**src/rtl/fetch_queue.sv**
```systemverilog
// rtl/fetch_queue.sv - in-order instruction buffer between fetch and decode with branch hold and flush
//
// Ports:
//   clk, reset_n                      clock, asynchronous active-low reset
//   fetch_valid_i/instr_i/pc_i        fetch push side, accepted when fetch_ready_o
//   fetch_ready_o                     queue not full
//   dec_valid_o/instr_o/pc_o          head entry offered to decode
//   dec_ready_i                       decode consumes the head
//   dec_is_branch_i                   head is branch-class; its pop stalls issue
//   branch_resolved_i                 pulse releasing the branch stall
//   flush_i                           pulse discarding all contents
//   count_o                           occupancy, 0..DEPTH
module fetch_queue #(
    parameter int DEPTH = 4,
    parameter int IW    = 32,
    parameter int AW    = 64
) (
    input  logic                       clk,
    input  logic                       reset_n,
    input  logic                       fetch_valid_i,
    input  logic [IW-1:0]              fetch_instr_i,
    input  logic [AW-1:0]              fetch_pc_i,
    output logic                       fetch_ready_o,
    output logic                       dec_valid_o,
    output logic [IW-1:0]              dec_instr_o,
    output logic [AW-1:0]              dec_pc_o,
    input  logic                       dec_ready_i,
    input  logic                       dec_is_branch_i,
    input  logic                       branch_resolved_i,
    input  logic                       flush_i,
    output logic [$clog2(DEPTH+1)-1:0] count_o
);
    localparam int PW = $clog2(DEPTH);
    localparam int CW = $clog2(DEPTH + 1);

    typedef enum logic {ST_RUN, ST_HOLD} state_e;

    state_e          state_q, state_d;
    logic [PW-1:0]   wr_ptr_q, wr_ptr_d;
    logic [PW-1:0]   rd_ptr_q, rd_ptr_d;
    logic [CW-1:0]   count_q, count_d;
    logic [IW-1:0]   instr_mem [DEPTH];
    logic [AW-1:0]   pc_mem    [DEPTH];
    logic            push, pop;

    // Outputs depend on registered state only; full blocks fetch even if a pop happens.
    assign fetch_ready_o = (count_q != CW'(DEPTH));
    assign dec_valid_o   = (state_q == ST_RUN) && (count_q != '0);
    assign dec_instr_o   = instr_mem[rd_ptr_q];
    assign dec_pc_o      = pc_mem[rd_ptr_q];
    assign count_o       = count_q;

    // Flush overrides any concurrent handshake.
    assign push = fetch_valid_i & fetch_ready_o & ~flush_i;
    assign pop  = dec_valid_o & dec_ready_i & ~flush_i;

    always_comb begin
        state_d  = state_q;
        wr_ptr_d = wr_ptr_q;
        rd_ptr_d = rd_ptr_q;
        count_d  = count_q;
        if (flush_i) begin
            state_d  = ST_RUN;
            wr_ptr_d = '0;
            rd_ptr_d = '0;
            count_d  = '0;
        end else begin
            // Pointers wrap naturally since DEPTH is a power of two.
            if (push) wr_ptr_d = wr_ptr_q + PW'(1);
            if (pop)  rd_ptr_d = rd_ptr_q + PW'(1);
            case ({push, pop})
                2'b10:   count_d = count_q + CW'(1);
                2'b01:   count_d = count_q - CW'(1);
                default: count_d = count_q;
            endcase
            case (state_q)
                ST_RUN:  if (pop && dec_is_branch_i) state_d = ST_HOLD;
                ST_HOLD: if (branch_resolved_i)      state_d = ST_RUN;
                default: state_d = ST_RUN;
            endcase
        end
    end

    always_ff @(posedge clk or negedge reset_n) begin
        if (!reset_n) begin
            state_q  <= ST_RUN;
            wr_ptr_q <= '0;
            rd_ptr_q <= '0;
            count_q  <= '0;
        end else begin
            state_q  <= state_d;
            wr_ptr_q <= wr_ptr_d;
            rd_ptr_q <= rd_ptr_d;
            count_q  <= count_d;
        end
    end

    // Storage is not reset; only occupancy tracking is.
    always_ff @(posedge clk) begin
        if (push) begin
            instr_mem[wr_ptr_q] <= fetch_instr_i;
            pc_mem[wr_ptr_q]    <= fetch_pc_i;
        end
    end

endmodule

```
**config.mk**
```make
export PLATFORM = sky130hd
export DESIGN_NAME = fetch_queue
export DESIGN_NICKNAME = d
export VERILOG_FILES = /design/src/rtl/fetch_queue.sv
export SDC_FILE = /design/constraint.sdc
export NUM_CORES = 1
export LEC_CHECK = 0
export CORE_UTILIZATION = 25
export CTS_CLUSTER_DIAMETER = 120
export DETAILED_ROUTE_END_ITERATION = 10
export PLACE_DENSITY = 0.47
export SETUP_SLACK_MARGIN = 0.3
export SYNTH_ARGS = -nofsm -noshare
export SYNTH_HDL_FRONTEND = slang
export SYNTH_SLANG_ARGS = --single-unit
```
**constraint.sdc**
```tcl
create_clock -name clk -period 4.11 [get_ports clk]
set_input_delay 1.233 -clock clk [delete_from_list [all_inputs] [get_ports clk]]
set_output_delay 1.233 -clock clk [all_outputs]
set_load 0.02 [all_outputs]
```
**Wiring by layer**

Scale: 1.5 px per µm. Only two layers are drawn.
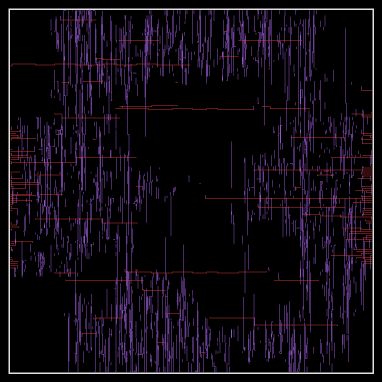
[M3] red | wire length: 1990 µm
[M2] purple | wire length: 14400 µm

**Gate-type map**

Scale: 1.5 px per µm.
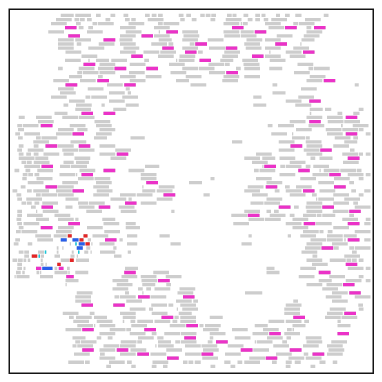
[fa/ha/maj cells] blue | cells: 5 | most used: ha_1
[inv cells] cyan | cells: 4 | most used: inv_1
[and/or cells] red | cells: 7 | most used: and2_4
[mux cells] magenta | cells: 99 | most used: mux4_2 | where: spread over the die
share of cell area taken by multi-input logic gates: 13.1%
most common cell after layout, fill and taps aside: edfxtp_1
count of non-filler cells in the finished layout: 1604

==> impl_metrics.env <==
# source this file to load flow results
export IMPL_drv_cap=0
export IMPL_mux_area_share_pct=15.3
export IMPL_chip_area_mm2=0.0584
export IMPL_cts_root_buffer_cell="clkbuf_16"
export IMPL_port_buffer_count=203
export IMPL_slowest_delay_ns=0.62
export IMPL_n_multi_input_combinational_cell=139
export IMPL_crit_reg2reg_capture="pc_mem[1][6]"
export IMPL_wl_per_cell_um=19.8
export IMPL_critical_path_n_buffers_inverters=3
export IMPL_synthesis_yosys_warnings=0
export IMPL_cp_data_arrival_time_ns=2.49
export IMPL_placeableCoreArea_mm2=0.0566
export IMPL_regMostFlops="pc_mem"
export IMPL_post_synth_ao_oa_area_fraction_pct=0.166
export IMPL_routed_via_count=6696
export IMPL_path_cells="buf_12 -> buf_12 -> mux4_2 -> clkdlybuf4s50_1"
export IMPL_clk_latency_ns=0.57
export IMPL_cts_hold_fix_buffers=0
export IMPL_dpl_cell_count=1512
export IMPL_design_power_total_mw=11.7
export IMPL_layout_top_cells_excl_fill_tap="384 x edfxtp_1, 177 x clkdlybuf4s50_1, 96 x mux4_2"
export IMPL_synth_nets=666
export IMPL_warnings=31
export IMPL_final_fill_count=5367
export IMPL_timing_critical_path_required_ns=2.88
export IMPL_largest_vdd_supply_drop_uv=281
export IMPL_async_flop_share_pct=2.04
export IMPL_tightestPinTransition_ns=0.502
export IMPL_clk_pin_slew_ns=0.06
export IMPL_dr_pass1_iters=4
export IMPL_report_final_setup_viol=0
export IMPL_cts_post_setup_buffers_inserted=7
export IMPL_reg2regPathDepth=6
export IMPL_hold_ws_ns=0.581
export IMPL_ff2ff_setup_slack_ns=1.83
export IMPL_hold_end="wr_ptr_q[1]"
export IMPL_synth_simple_gate_area_share_pct=1.13
export IMPL_critical_path_endpoint="dec_pc_o[26]"
export IMPL_synth_area_per_cell_um2=25.7
export IMPL_antenna_violations_before_repair=0
export IMPL_leading_area_contributor_after_synthesis="edfxtp_1"
export IMPL_layout_area_overhead_vs_synth_pct=33.3
export IMPL_max_slew_margin_rel_pct=66.4
export IMPL_grt_start_max_net_pins=56
export IMPL_ant_nets=0
export IMPL_grt_most_used_layer="met2"
export IMPL_fin_crit_ns=3.73
export IMPL_hold_path_cell_count=2
export IMPL_netSwitchingPower_mw=3.17
export IMPL_finalHoldViolations=0
export IMPL_antenna_cells=1
export IMPL_largest_register_ff_count=256
export IMPL_nNetsFinal=922
export IMPL_sinks_on_clock_net=392
export IMPL_synthesis_instances=558
export IMPL_rsz0062_at_grt="true"
export IMPL_critical_path_top_delay_family="buffers and inverters"
export IMPL_cts_tree="yes"
export IMPL_synthesis_area_mm2=0.0144
export IMPL_share_seq_of_total_power_pct=40.5
export IMPL_cellPowerDensity_mw_per_mm2=612
export IMPL_post_dp_hpwl_mm=18.5
export IMPL_timing_critical_path_mode_cell="buf_12"
export IMPL_critPathMaxFanout=12
export IMPL_placement_cell_area_mm2=0.0175
export IMPL_comb_power_share_pct=27.3
export IMPL_topCellsByArea="edfxtp_1 80%, mux4_2 15%, dfrtp_1 1.4%, buf_2 0.42%, ha_1 0.35%"
export IMPL_timing_critical_path_to_type="primary output"
export IMPL_initial_utilization_pct=25.4
export IMPL_gp_congestion=0.657
export IMPL_nonClockInverterCount=4
export IMPL_htreeDepth=2
export IMPL_largest_contributor_to_cell_area_by_class="sequential cells"
export IMPL_synthTopLogicFamily="multiplexers"
export IMPL_critical_path_depth=4
export IMPL_grt_usage_pct=11.0
export IMPL_synth_yosys_seq_area_share_pct=81.7
export IMPL_clockBufferDepth=3
export IMPL_die_x_um=242
export IMPL_synth_xor_xnor_area_share_pct=0.296
export IMPL_timing_worst_setup_path_type="register to primary output"
export IMPL_cts_repair_resized=13
export IMPL_wl_met2_mm=14.4
export IMPL_grt_use_met2_pct=16.6
export IMPL_post_route_cell_area_mm2=0.0191
export IMPL_cts_inserted_buffers=45
export IMPL_post_route_worst_setup_slack_ns=0.383
export IMPL_timing_critical_path_slowest_stage_cell="clkdlybuf4s50_1"
export IMPL_detailroute_wirelength_met3_mm=1.99
export IMPL_drt_initial_drc_count=351
export IMPL_global_route_overflow_total=0
export IMPL_dominant_power_group="sequential cells"
export IMPL_maxClockFrequency_mhz=268
export IMPL_finalCritPeriodShare_pct=90.7
export IMPL_postSynth_topFlopCell="edfxtp_1"
export IMPL_grt_pass1_vias=7343
export IMPL_met3_usage_grt_pct=3.34
export IMPL_netlist_cell_type_count=29
export IMPL_drcViolationCount=0
export IMPL_nonClockBufferCount=232
export IMPL_setup_worst_path_start_class="register"
export IMPL_internal_power_mw=8.54
export IMPL_hold_start="wr_ptr_q[1]"
export IMPL_worstSetupStartpoint="rd_ptr_q[0]"
export IMPL_enable_flop_cells=384
export IMPL_ys_top_cells_by_count="384 x edfxtp_1, 96 x mux4_2, 12 x buf_2"
export IMPL_hp_class="register to register"
export IMPL_timing_max_transition_violations_final=0
export IMPL_wl_met1_mm=14.7
export IMPL_clock_power_share_pct=32.3
export IMPL_netlist_top_cell_by_instances="edfxtp_1"
export IMPL_grt_first_pass_wirelength_mm=47.8
export IMPL_via_per_inst=4.17
export IMPL_powerSeq_mw=4.74
export IMPL_run_status="completed"
export IMPL_reg2reg_from="count_o[2]"
export IMPL_gr_usage_met1_pct=15.1
export IMPL_clock_network_power_mw=3.78
export IMPL_fin_tns_setup_ns=0
export IMPL_drt_wl_total_mm=31.7
export IMPL_die_height_um=242
export IMPL_powerComb_mw=3.20
export IMPL_netlist_area_leader_share_pct=80.3
export IMPL_layout_area_comb_mm2=0.00251
export IMPL_yosys_stat_area_mm2=0.0144
export IMPL_fa_ha_area_share_pct=0.488
export IMPL_sequential_cell_area_mm2=0.0117
export IMPL_clockBufferCount=61
export IMPL_ys_seq_elements=392
export IMPL_p_sw_share_pct=27.1
export IMPL_ys_cells=558
export IMPL_layout_buffer_nonclock_area_share_pct=13.2
export IMPL_io_pins=204
export IMPL_clk_share_pct=7.29
export IMPL_p_leak_nw=6.09
**Placed standard cells**

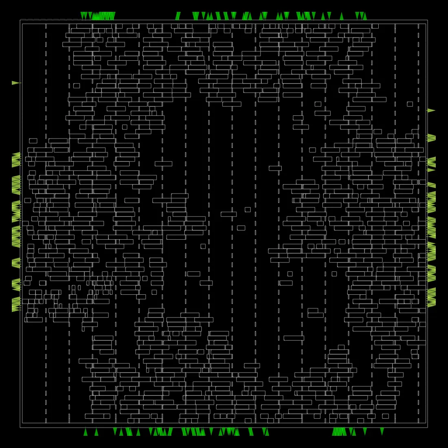
number of standard-cell rows in the floorplan: 87
Finished Core Util: 33.8%
count of sequential standard cells: 392
tap cells: 756
register share of the cell area: 61.3%

